===== src/rtl/mem_arb_pkg.sv =====
// Shared types for the BRAM port arbiter: loader FSM states, grant select,
// and the width helper for the writer burst counter.
package mem_arb_pkg;

    // Loader handshake states
    typedef enum logic [1:0] {
        IDLE = 2'd0,
        PEND = 2'd1,
        ACK  = 2'd2
    } wr_state_e;

    // Which requester owns the memory port this cycle
    typedef enum logic [1:0] {
        GNT_NONE = 2'd0,
        GNT_WR   = 2'd1,
        GNT_RD   = 2'd2
    } gnt_sel_e;

    // Bits needed to count 0..max_burst inclusive
    function automatic int burst_cnt_width(input int max_burst);
        return (max_burst < 1) ? 1 : $clog2(max_burst + 1);
    endfunction

endpackage


===== src/rtl/load_handshake.sv =====
// JTAG loader side: four-phase word_r/ack handshake, captured byte,
// auto-incrementing write pointer and sticky wrap flag.
module load_handshake
    import mem_arb_pkg::*;
#(
    parameter int ADDR_W = 10,
    parameter int DATA_W = 8
) (
    input  logic              clk_i,
    input  logic              rst_ni,
    input  logic              load_en_i,
    input  logic              word_r_i,
    input  logic [DATA_W-1:0] word_i,
    input  logic              wr_gnt_i,
    output logic              wr_req_o,
    output logic [DATA_W-1:0] wr_data_o,
    output logic              ack_o,
    output logic [ADDR_W-1:0] wr_ptr_o,
    output logic              overflow_o
);

    wr_state_e         state_q, state_d;
    logic              ack_q, ack_d;
    logic [DATA_W-1:0] data_q, data_d;
    logic [ADDR_W-1:0] ptr_q, ptr_d;
    logic              ovf_q, ovf_d;
    logic              load_en_q, load_en_d;

    // Loader FSM next state, pointer/overflow bookkeeping and data capture
    always_comb begin
        state_d   = state_q;
        ack_d     = ack_q;
        data_d    = data_q;
        ptr_d     = ptr_q;
        ovf_d     = ovf_q;
        load_en_d = load_en_i;

        // A new session starts from address 0 with a clean wrap flag
        if (load_en_i && !load_en_q) begin
            ptr_d = '0;
            ovf_d = 1'b0;
        end

        // Every granted write advances the pointer; passing the top wraps
        if (wr_gnt_i) begin
            ptr_d = ptr_q + ADDR_W'(1);
            if (ptr_q == {ADDR_W{1'b1}}) begin
                ovf_d = 1'b1;
            end
        end

        case (state_q)
            IDLE: begin
                if (load_en_i && word_r_i && !ack_q) begin
                    data_d  = word_i;
                    state_d = PEND;
                end
            end
            PEND: begin
                // A granted write always completes; only a live session acks it
                if (wr_gnt_i) begin
                    state_d = load_en_i ? ACK : IDLE;
                    ack_d   = load_en_i;
                end else if (!load_en_i) begin
                    state_d = IDLE;
                end
            end
            ACK: begin
                if (!load_en_i || !word_r_i) begin
                    state_d = IDLE;
                    ack_d   = 1'b0;
                end
            end
            default: begin
                state_d = IDLE;
                ack_d   = 1'b0;
            end
        endcase
    end

    // State registers with synchronous active-low reset
    always_ff @(posedge clk_i) begin
        if (!rst_ni) begin
            state_q   <= IDLE;
            ack_q     <= 1'b0;
            data_q    <= '0;
            ptr_q     <= '0;
            ovf_q     <= 1'b0;
            load_en_q <= 1'b0;
        end else begin
            state_q   <= state_d;
            ack_q     <= ack_d;
            data_q    <= data_d;
            ptr_q     <= ptr_d;
            ovf_q     <= ovf_d;
            load_en_q <= load_en_d;
        end
    end

    // A pending byte is only offered while the session is still open
    assign wr_req_o   = (state_q == PEND) && load_en_i;
    assign wr_data_o  = data_q;
    assign ack_o      = ack_q;
    assign wr_ptr_o   = ptr_q;
    assign overflow_o = ovf_q;

endmodule


===== src/rtl/mem_load_arbiter.sv =====
// Single BRAM port shared between the JTAG loader (writer, priority) and a
// read requester; a burst counter bounds how long a pending read can wait.
module mem_load_arbiter
    import mem_arb_pkg::*;
#(
    parameter int ADDR_W       = 10,
    parameter int DATA_W       = 8,
    parameter int MAX_WR_BURST = 4
) (
    input  logic              clk_i,
    input  logic              rst_ni,
    input  logic              load_en_i,
    input  logic              word_r_i,
    input  logic [DATA_W-1:0] word_i,
    output logic              ack_o,
    input  logic              rd_req_i,
    input  logic [ADDR_W-1:0] rd_addr_i,
    output logic              rd_gnt_o,
    output logic              rd_valid_o,
    output logic [DATA_W-1:0] rd_data_o,
    output logic [ADDR_W-1:0] mem_addr_o,
    output logic              mem_we_o,
    output logic [DATA_W-1:0] mem_wdata_o,
    input  logic [DATA_W-1:0] mem_rdata_i,
    output logic [ADDR_W-1:0] wr_ptr_o,
    output logic              overflow_o
);

    localparam int                 BURST_W   = burst_cnt_width(MAX_WR_BURST);
    localparam logic [BURST_W-1:0] BURST_MAX = BURST_W'(MAX_WR_BURST);

    logic              wr_req;
    logic              wr_gnt;
    logic              rd_gnt;
    logic [DATA_W-1:0] wr_data;
    logic [ADDR_W-1:0] wr_ptr;
    gnt_sel_e          gnt_sel;

    logic [BURST_W-1:0] burst_q, burst_d;
    logic               rd_valid_q, rd_valid_d;
    logic [DATA_W-1:0]  rd_data_q, rd_data_d;

    load_handshake #(
        .ADDR_W (ADDR_W),
        .DATA_W (DATA_W)
    ) u_load_handshake (
        .clk_i      (clk_i),
        .rst_ni     (rst_ni),
        .load_en_i  (load_en_i),
        .word_r_i   (word_r_i),
        .word_i     (word_i),
        .wr_gnt_i   (wr_gnt),
        .wr_req_o   (wr_req),
        .wr_data_o  (wr_data),
        .ack_o      (ack_o),
        .wr_ptr_o   (wr_ptr),
        .overflow_o (overflow_o)
    );

    // Pick the port owner: writer first, unless it has used up its burst
    always_comb begin
        gnt_sel = GNT_NONE;
        if (!rst_ni) begin
            gnt_sel = GNT_NONE;
        end else if (wr_req && rd_req_i) begin
            gnt_sel = (burst_q == BURST_MAX) ? GNT_RD : GNT_WR;
        end else if (wr_req) begin
            gnt_sel = GNT_WR;
        end else if (rd_req_i) begin
            gnt_sel = GNT_RD;
        end
    end

    // Drive the BRAM port from the selected requester; park on wr_ptr
    always_comb begin
        mem_addr_o  = wr_ptr;
        mem_we_o    = 1'b0;
        mem_wdata_o = wr_data;
        wr_gnt      = 1'b0;
        rd_gnt      = 1'b0;
        case (gnt_sel)
            GNT_WR: begin
                mem_we_o = 1'b1;
                wr_gnt   = 1'b1;
            end
            GNT_RD: begin
                mem_addr_o = rd_addr_i;
                rd_gnt     = 1'b1;
            end
            default: begin
                mem_we_o = 1'b0;
            end
        endcase
        if (!rst_ni) begin
            mem_addr_o = '0;
        end
    end

    // Count writer wins against a waiting reader; any read win or idle reader clears
    always_comb begin
        burst_d = burst_q;
        if (!rd_req_i || rd_gnt) begin
            burst_d = '0;
        end else if (wr_gnt && (burst_q < BURST_MAX)) begin
            burst_d = burst_q + BURST_W'(1);
        end
    end

    // Read return: valid one cycle after grant; data holds the last returned word
    always_comb begin
        rd_valid_d = rd_gnt;
        rd_data_d  = rd_valid_q ? mem_rdata_i : rd_data_q;
    end

    // Arbiter and read-return registers with synchronous active-low reset
    always_ff @(posedge clk_i) begin
        if (!rst_ni) begin
            burst_q    <= '0;
            rd_valid_q <= 1'b0;
            rd_data_q  <= '0;
        end else begin
            burst_q    <= burst_d;
            rd_valid_q <= rd_valid_d;
            rd_data_q  <= rd_data_d;
        end
    end

    assign rd_gnt_o   = rd_gnt;
    assign rd_valid_o = rd_valid_q;
    assign rd_data_o  = rd_valid_q ? mem_rdata_i : rd_data_q;
    assign wr_ptr_o   = wr_ptr;

endmodule


===== config.mk =====
export PLATFORM = sky130hd
export DESIGN_NAME = mem_load_arbiter
export DESIGN_NICKNAME = d
export VERILOG_FILES = /design/src/rtl/mem_arb_pkg.sv /design/src/rtl/load_handshake.sv /design/src/rtl/mem_load_arbiter.sv
export SDC_FILE = /design/constraint.sdc
export NUM_CORES = 1
export LEC_CHECK = 0
export ABC_AREA = 1
export ABC_CLOCK_PERIOD_IN_PS = 1850
export CORE_UTILIZATION = 43
export CTS_BUF_LIST = sky130_fd_sc_hd__clkbuf_8
export DETAILED_ROUTE_END_ITERATION = 10
export PLACE_DENSITY = 0.84
export SETUP_SLACK_MARGIN = 0.3
export SYNTH_ARGS = -nofsm -noshare
export SYNTH_HDL_FRONTEND = slang
export SYNTH_SLANG_ARGS = --single-unit

===== constraint.sdc =====
create_clock -name clk_i -period 1.85 [get_ports clk_i]
set_input_delay 0.37 -clock clk_i [delete_from_list [all_inputs] [get_ports clk_i]]
set_output_delay 0.37 -clock clk_i [all_outputs]
set_load 0.01 [all_outputs]

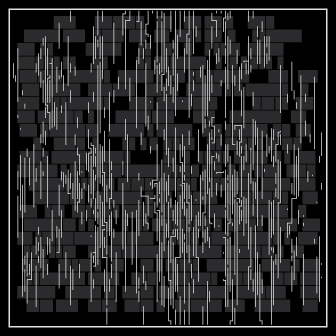
Figure 1: run 1, M2 wires.
Cells faint in the background.
The longest straight run is 28.9 um. The wires run mostly vertical. 340 nets have wire on it.

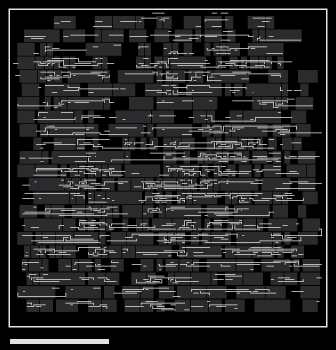
Figure 2: run 1, signal wires on met1.
Bar = 20 um. Cells faint in the background.
The layer holds 42% of the routed length. The wires run mostly horizontal.
drt total wl: 4720 um
GR Layer Usage met1: 27.2%
vias: 2031

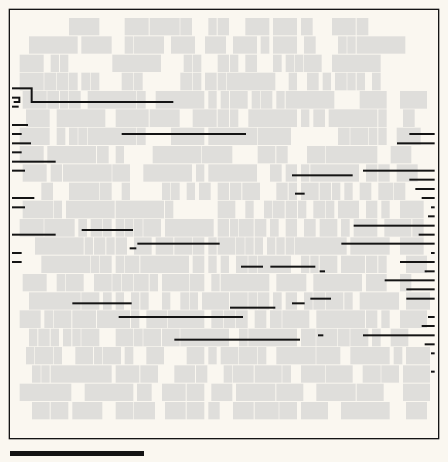
Figure 3: run 1, met3 routing.
Bar = 20 um. Cells faint in the background.
The layer carries 261 um of wire. The layer holds 5.5% of the routed length. 48 nets have wire on it.
global routing usage on met3: 6.88%

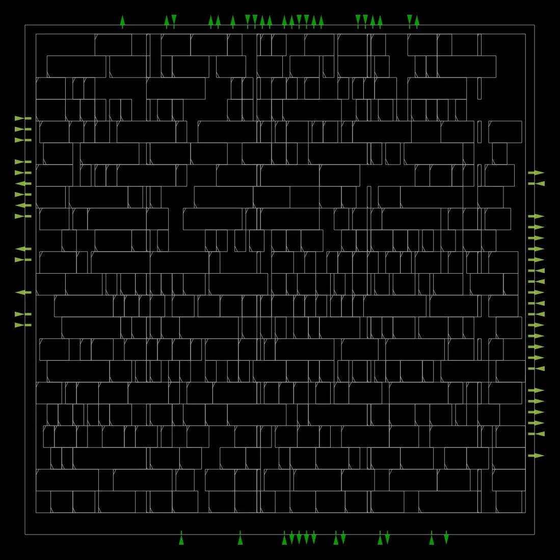
Figure 4: run 1, cell outlines without signal wires.
num rows: 22
tap cell count: 48

run 1: cell usage after synthesis, types with 2 or more instances:
cell	n	area, sq um
nand2_1	66	248
dfxtp_1	35	701
nor2_1	34	128
o21ai_0	25	125
inv_1	22	82.6
a21oi_1	18	90.1
nand3_1	17	85.1
buf_2	3	15.0
clkbuf_1	3	11.3
ha_1	3	37.5
a21boi_0	2	15.0
a22oi_1	2	15.0
nand4_1	2	12.5
nor3_1	2	10.0
run 1: cells by family (layout without fill, tap and decap cells):
kind of cell	Yosys count	after routing	share of synthesized area, %
and+or+nand+nor	124	124	30.7
AOI/OAI and AO/OA	50	50	16.1
DFF	35	35	42.8
buffers and inverters	31	145	8.03
adders and majority gates	3	3	2.29
run 1: worst paths after layout:
path                   endpoint  cells past startpoint    startpoint
setup reg to reg     burst_q[0]                     11    burst_q[1]
hold reg to reg    rd_data_q[4]                      2  rd_data_q[4]
hold / removal     rd_data_q[4]                      2  rd_data_q[4]
setup / recovery  mem_addr_o[4]                     10    burst_q[0]
run 1: repair_timing:
item,in CTS,in global routing
pin swaps,6,1
endpoints found under the setup margin,41,34
hold buffers,0,0
buffers inserted,6,2
resized,110,28
run 1: metal layers:
| layer | track usage [%] | share of wire (%) | wire length, um |
|---|---|---|---|
| met1 | 27.2 | 42 | 1990 |
| met2 | 42.7 | 51 | 2410 |
| met3 | 6.88 | 5.5 | 260 |
| met4 | 8.81 | 1.3 | 61 |
| met5 | 0 | 0 | 0 |
run 1: flip-flops by register name (all words and copies together), names as in the netlist, 2 cells and up:
| signal | count |
|---|---|
| burst_q | 3 |
| rd_data_q | 8 |
| u_load_handshake.state_q | 2 |
| u_load_handshake.wr_data_o | 8 |
| u_load_handshake.wr_ptr_o | 10 |
==> qor.txt, run 1 <==
TritonCTS Sinks -> 35
Placer Congestion -> 0.856
Commonest Layout Cell -> nand2_1
Non-clk bufs -> 114
clk_lat worst skew -> 290 ps
Die Ht -> 63.7 um
max-cap viol count -> 0
Post-DP Area -> 2720 sq um
Vias/cell -> 5.01
RSZ-0062 raised after global routing -> yes
max-slew violation count -> 0
Comb gates -> 177
maximum root-to-sink buffer count -> 2
First-pass DRT Iterations -> 4
top power group -> sequential cells
ys flop type -> dfxtp_1
Comb power frac -> 19.3%
inverter count -> 23
combinational power -> 317 uW
antenna violations before repair -> 0
Seq cells -> 35
Final Setup Violations -> 8
CTS tree -> yes
Setup TNS -> -248 ps
CP Cell Sequence -> inv_2 > ha_4 > nand3_2 > nand2_2 > nand2_4 > inv_4 > buf_12 > buf_6 > o21ai_4 > buf_2
clk_skew -> 4.88 ps
Power Sequential -> 791 uW
max_slew headroom -> 75.8%
remaining antenna violation count -> 0
Max-area cell class -> non-clock buffers
chip area in the Yosys report -> 1640 sq um
setup ws final -> -84.8 ps
switching share of power -> 26.5%
Final Cycle Share -> 105%
Pint -> 1210 uW
failing checks -> negative setup slack
CTS root buffer -> clkbuf_8
Post-Synthesis Cells -> 243
Critical Path AT -> 1560 ps
Clk pwr share -> 32.6%
GRT Residual Overflow -> 0
Final clock-cell share -> 2.94%
Design Power -> 1640 uW
status -> complete, but fails checks
clkbuf count -> 5
flop share of the area -> 24.4%
Crit Path Max Fanout -> 8
Core ar. -> 3660 sq um
Slew @ Worst Pin -> 360 ps
tool warning count -> 29
Syn Area/Cell -> 6.73 sq um
FILL cells -> 275
Port Buffers -> 71
combinational share of cell area -> 32.4%
first-pass GRT wire length -> 7780 um
Initial DRC Count -> 128
total power per unit cell area -> 569 nW/um^2
# diodes -> 0
number of cells in Yosys stat -> 243
Num CTS Buffers -> 5
vias in the first global route -> 1926
type of the worst min-delay path -> reg -> reg
Max Clock Freq -> 517 MHz
Synth Warn # -> 0
Area growth, synth to finish -> 76.5%
CP delay by family, top -> buffers and inverters
Signal buf overhead -> 35.1%
==> inputs of run 2 (changes only) <==
--- a/config.mk
+++ b/config.mk
@@ -12,6 +12,7 @@
 export DETAILED_ROUTE_END_ITERATION = 10
 export PLACE_DENSITY = 0.84
 export SETUP_SLACK_MARGIN = 0.3
+export SKIP_LAST_GASP = 1
 export SYNTH_ARGS = -nofsm -noshare
 export SYNTH_HDL_FRONTEND = slang
 export SYNTH_SLANG_ARGS = --single-unit
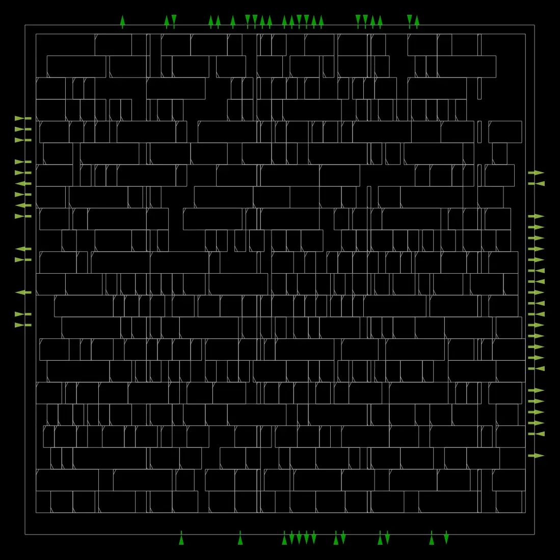
Figure 5: run 2, cell outlines without signal wires.
fin cells: 405
Finished Core Util: 79.4%
Core ar.: 3660 sq um
FILL cells: 268

==> qor.txt, run 2 <==
ys flop type -> dfxtp_1
R2R depth -> 11 (unchanged)
status -> complete, but fails checks
CTS tree -> yes
global routing's busiest layer -> met2
Die Ht -> 63.7 um (unchanged)
Power Sequential -> 791 uW (about the same)
number of cells in Yosys stat -> 243 (unchanged)
Synth area leader -> dfxtp_1
Post-DP Area -> 2720 sq um (unchanged)
clk_skew -> 5.18 ps (+0.303 ps)
most frequent cell after synthesis -> nand2_1
top post-synthesis cells by count -> nand2_1, dfxtp_1, nor2_1
switching share of power -> 26.6% (+0.073 points)
Port Buffers -> 71 (unchanged)
hold path cells -> 2 (unchanged)
Synth Warn # -> 0 (unchanged)
tool warning count -> 29 (unchanged)
Top-area cell share -> 42.8% (unchanged)
Num CTS Buffers -> 5 (unchanged)
Post-Synth Simple-Gate Area -> 30.7% (unchanged)
Clk pwr share -> 32.4% (-0.2 points)
Post-CTS Hold Buffers -> 0 (unchanged)
xor/xnor share -> 0% (unchanged)
top cells by area -> dfxtp_1, nand2_1, nor2_1
GR Layer Usage met1 -> 27.2% (unchanged)
num rows -> 22 (unchanged)
aoi share -> 16.1% (unchanged)
Adders+Majority by Area -> 2.29% (unchanged)
Post-Synthesis Cells -> 243 (unchanged)
Syn Area/Cell -> 6.73 sq um (unchanged)
Initial DRC Count -> 108 (-16%)
total power per unit cell area -> 567 nW/um^2 (-0.37%)
first-pass GRT wire length -> 7780 um (unchanged)
Commonest Layout Cell -> nand2_1
Comb power frac -> 19.6% (+0.3 points)
combinational power -> 323 uW (+2%)
max-cap viol count -> 0 (unchanged)
Final Cycle Share -> 105% (+0.25 points)
CTS root buffer -> clkbuf_8
max-slew violation count -> 0 (unchanged)
type of the worst min-delay path -> reg -> reg
# diodes -> 0 (unchanged)
TritonCTS Sinks -> 35 (unchanged)
Worst Hold Launch -> rd_data_q[4]
GRT Residual Overflow -> 0 (unchanged)
failing checks -> negative setup slack
setup ws final -> -89.4 ps (-4.56 ps)
global routing usage on met3 -> 6.88% (unchanged)
Vias/cell -> 5.04 (+0.59%)
R2R Path End -> burst_q[0]
Final Setup Violations -> 7 (-1)
chip area in the Yosys report -> 1640 sq um (unchanged)
clk_lat worst skew -> 290 ps (about the same)
maximum root-to-sink buffer count -> 2 (unchanged)
Pint -> 1210 uW (+0.18%)
RSZ-0062 raised after global routing -> yes
Critical Path AT -> 1570 ps (about the same)
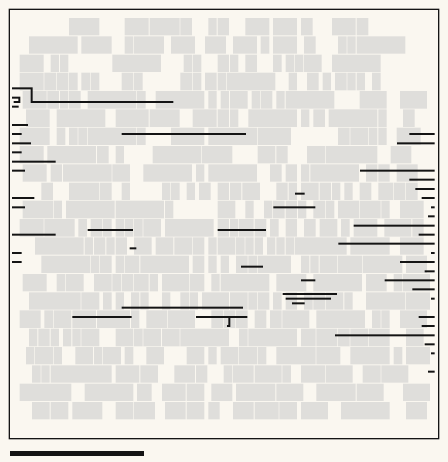
Figure 6: run 2, met3 routing.
Bar = 20 um. Cells faint in the background.
The longest straight run is 20.9 um. The layer carries 244 um of wire.
vias: 2043
drt total wl: 4810 um

[run 2: cell counts after synthesis]
No cell type changed its count.
[run 2: layout make-up]
type	instances	area share, %
Sequential cell	35	24.3
Multi-Input combinational cell	177	32.8
Tap cell	48	2.07
Clock inverter	3	0.559
Inverter	23	3.06
Clock buffer	5	2.37
Timing Repair Buffer	114	34.9
[run 2: timing repair]
item | CTS | global route
pin swaps | 6 | 1
buffers inserted | 6 | 2
endpoints found under the setup margin | 41 | 34
resized | 109 | 33
[run 2: cell families after synthesis]
logic type / Yosys count
buffers and inverters: 31
DFF: 35
and+or+nand+nor: 124
AOI/OAI and AO/OA: 50
adders and majority gates: 3
[run 2: worst max-delay path by stage]
| stage | from | endpoint | depth (start not counted) |
|---|---|---|---|
| finish | burst_q[0] | mem_addr_o[4] | 10 |
| detailed placement | load_en_i | mem_addr_o[9] | 9 |
| global placement | load_en_i | mem_addr_o[5] | 10 |
| floorplan | burst_q[0] | mem_addr_o[0] | 8 |
| CTS | burst_q[1] | mem_addr_o[4] | 10 |
| global route | burst_q[0] | mem_addr_o[4] | 10 |
[run 2: per-layer routing]
layer / up-vias / share of wire [%]
met2: 63 / 52
met1: 957 / 42
li1: 1016 / -
met5: - / 0
met3: 7 / 5.1
met4: 0 / 1.1
[run 2: worst max-delay path: stages (launching register included)]
cell	delay, ps
dfxtp_2	340
inv_2	50
ha_4	140
nand3_2	60
nand2_2	70
nand2_4	90
inv_4	50
buf_12	130
buf_6	110
o21ai_4	100
buf_2	130
[run 2: through the flow]
step           total power [uW]  TNS, ps  utilization [%]
2_1_floorplan               936        0                -
3_3_place_gp               1120    -6790             74.3
3_5_place_dp               1130    -7180             74.3
4_1_cts                    1650     -383             78.2
5_1_grt                    1730    -1150             79.4
6_report                   1650     -252             79.4
==> inputs of run 3 (changes only) <==
--- a/config.mk
+++ b/config.mk
@@ -9,6 +9,7 @@
 export ABC_CLOCK_PERIOD_IN_PS = 1850
 export CORE_UTILIZATION = 43
 export CTS_BUF_LIST = sky130_fd_sc_hd__clkbuf_8
+export CTS_CLUSTER_DIAMETER = 30
 export DETAILED_ROUTE_END_ITERATION = 10
 export PLACE_DENSITY = 0.84
 export SETUP_SLACK_MARGIN = 0.3
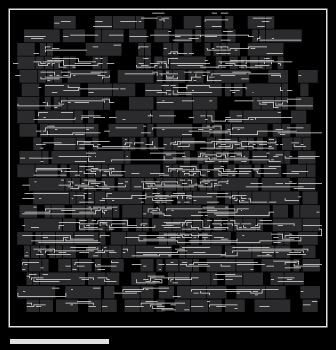
Figure 7: run 3, signal wires on met1.
Bar = 20 um. Cells faint in the background.
343 nets have wire on it. The layer carries 2010 um of wire.

==> qor.txt, run 3 <==
status -> complete, but fails checks
failing checks -> negative setup slack
Final Cycle Share -> 105% (unchanged)
Final Setup Violations -> 7 (unchanged)
Area growth, synth to finish -> 77.7%
xor/xnor share -> 0% (unchanged)
Placed Cells -> 389
Post-Synthesis Cells -> 243 (unchanged)
CTS root buffer -> clkbuf_8
maximum root-to-sink buffer count -> 2 (unchanged)
switching share of power -> 26.6% (unchanged)
post-route cell area -> 2910 sq um
Initial DRC Count -> 108 (unchanged)
Post-CTS Hold Buffers -> 0 (unchanged)
Synth Warn # -> 0 (unchanged)
ys flop type -> dfxtp_1
# diodes -> 0 (unchanged)
Post-Synth Simple-Gate Area -> 30.7% (unchanged)
Clk pwr share -> 32.4% (about the same)
post-synth cell types -> 23
Pint -> 1210 uW (unchanged)
R2R depth -> 11 (unchanged)
RSZ-0062 raised after global routing -> yes
tool warning count -> 29 (unchanged)
max reg flops -> 10
Commonest Layout Cell -> nand2_1
crit-path max cell delay -> 340 ps (about the same)
Synth Cell Area -> 1640 sq um
Vias/cell -> 5.04 (unchanged)
pre-CTS WS -> -648 ps
Comb power frac -> 19.6% (about the same)
fin cells -> 405 (unchanged)
aoi share -> 16.1% (unchanged)
max-slew violation count -> 0 (unchanged)
GRT Residual Overflow -> 0 (unchanged)
chip area in the Yosys report -> 1640 sq um (unchanged)
Design Power -> 1650 uW (unchanged)
Die Ht -> 63.7 um (unchanged)
most frequent cell after synthesis -> nand2_1
num rows -> 22 (unchanged)
max-cap viol count -> 0 (unchanged)
clk_skew -> 5.18 ps (unchanged)
vias -> 2043 (unchanged)
total power per unit cell area -> 567 nW/um^2 (unchanged)
hpwl dp -> 3310 um
Crit-path slowest cell -> dfxtp_2
vias in the first global route -> 1926
Critical Path AT -> 1570 ps (about the same)
first-pass GRT wire length -> 7780 um (unchanged)
hold path cells -> 2 (unchanged)
type of the worst min-delay path -> reg -> reg
Synth Register Bits -> 35
CTS tree -> yes
top post-synthesis cells by count -> nand2_1, dfxtp_1, nor2_1
number of I/O pins -> 72
Post-DP Area -> 2720 sq um (unchanged)
Hold Fails Final Rpt -> 0
Post-CTS Resized -> 109 (unchanged)
H-tree depth -> 2
Top-area cell share -> 42.8% (unchanged)
FFs w/ async S/R, synth -> 0%
Setup TNS -> -252 ps (unchanged)
Finished Core Util -> 79.4% (unchanged)
Synth area leader -> dfxtp_1
Core ar. -> 3660 sq um (unchanged)
Post-synth seq share -> 42.8%
TritonCTS Sinks -> 35 (unchanged)
clk_lat worst skew -> 290 ps (about the same)
setup ws final -> -89.4 ps (unchanged)
CP Cell Sequence -> inv_2 > ha_4 > nand3_2 > nand2_2 > nand2_4 > inv_4 > buf_12 > buf_6 > o21ai_4 > buf_2
Num CTS Buffers -> 5 (unchanged)
number of cells in Yosys stat -> 243 (unchanged)
Adders+Majority by Area -> 2.29% (unchanged)
postcts setup bufs -> 6 (unchanged)
Port Buffers -> 71 (unchanged)
drt total wl -> 4810 um (unchanged)
Syn Area/Cell -> 6.73 sq um (unchanged)
top cells by area -> dfxtp_1, nand2_1, nor2_1
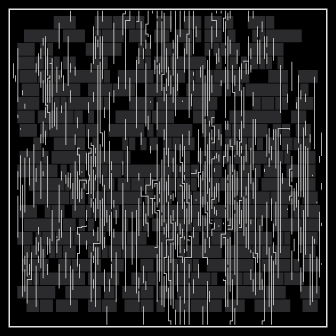
Figure 8: run 3, M2 wires.
Cells faint in the background.
The layer holds 52% of the routed length. The layer carries 2510 um of wire. 342 nets have wire on it. The wires run mostly vertical.

==> run 3: per-layer routing <==
| metal | vias up | track usage, % | part of all wire (%) |
|---|---|---|---|
| met4 | 0 | 8.81 | 1.1 |
| met3 | 7 | 6.88 | 5.1 |
| met2 | 63 | 42.7 | 52 |
| met1 | 957 | 27.2 | 42 |
| met5 | - | 0 | 0 |
| li1 | 1016 | - | - |
==> run 3: path summary, 6_finish.rpt <==
path | startpoint | endpoint
worst min register to register | rd_data_q[4] | rd_data_q[4]
worst min-delay path | rd_data_q[4] | rd_data_q[4]
worst max-delay path | burst_q[0] | mem_addr_o[4]
worst max register to register | burst_q[1] | burst_q[0]
==> run 3: cells by family (layout without fill, tap and decap cells) <==
group	count (synthesis)	after routing
buffers and inverters	31	145
AND-OR/OR-AND	50	50
adder cells (fa/ha/maj)	3	3
flip-flops	35	35
AND/OR/NAND/NOR	124	124
==> run 3: worst max-delay path, delay by kind of cell, from the launching register on <==
kind	cells	cell delay (ps)
adder cells (fa/ha/maj)	1	140
flip-flops	1	340
AND-OR/OR-AND	1	100
buffers and inverters	5	470
AND/OR/NAND/NOR	3	220
==> run 3: area by class of cell <==
class / count / area, sq um
Timing Repair Buffer: 114 / 1010
Multi-Input combinational cell: 177 / 955
Fill cell: 268 / 753
Sequential cell: 35 / 706
Inverter: 23 / 88.8
Clock buffer: 5 / 68.8
Tap cell: 48 / 60.1
Clock inverter: 3 / 16.3
==> run 3: power by group through the flow <==
stage / Sequential [uW] / Clock [uW] / Combinational [uW]
6_report: 791 / 534 / 323
5_1_grt: 794 / 587 / 351
4_1_cts: 792 / 540 / 322
3_5_place_dp: 808 / 0 / 322
3_3_place_gp: 807 / 0 / 315
2_1_floorplan: 816 / 0 / 120
No activity file was given, so power comes from the tool's default toggle rates.
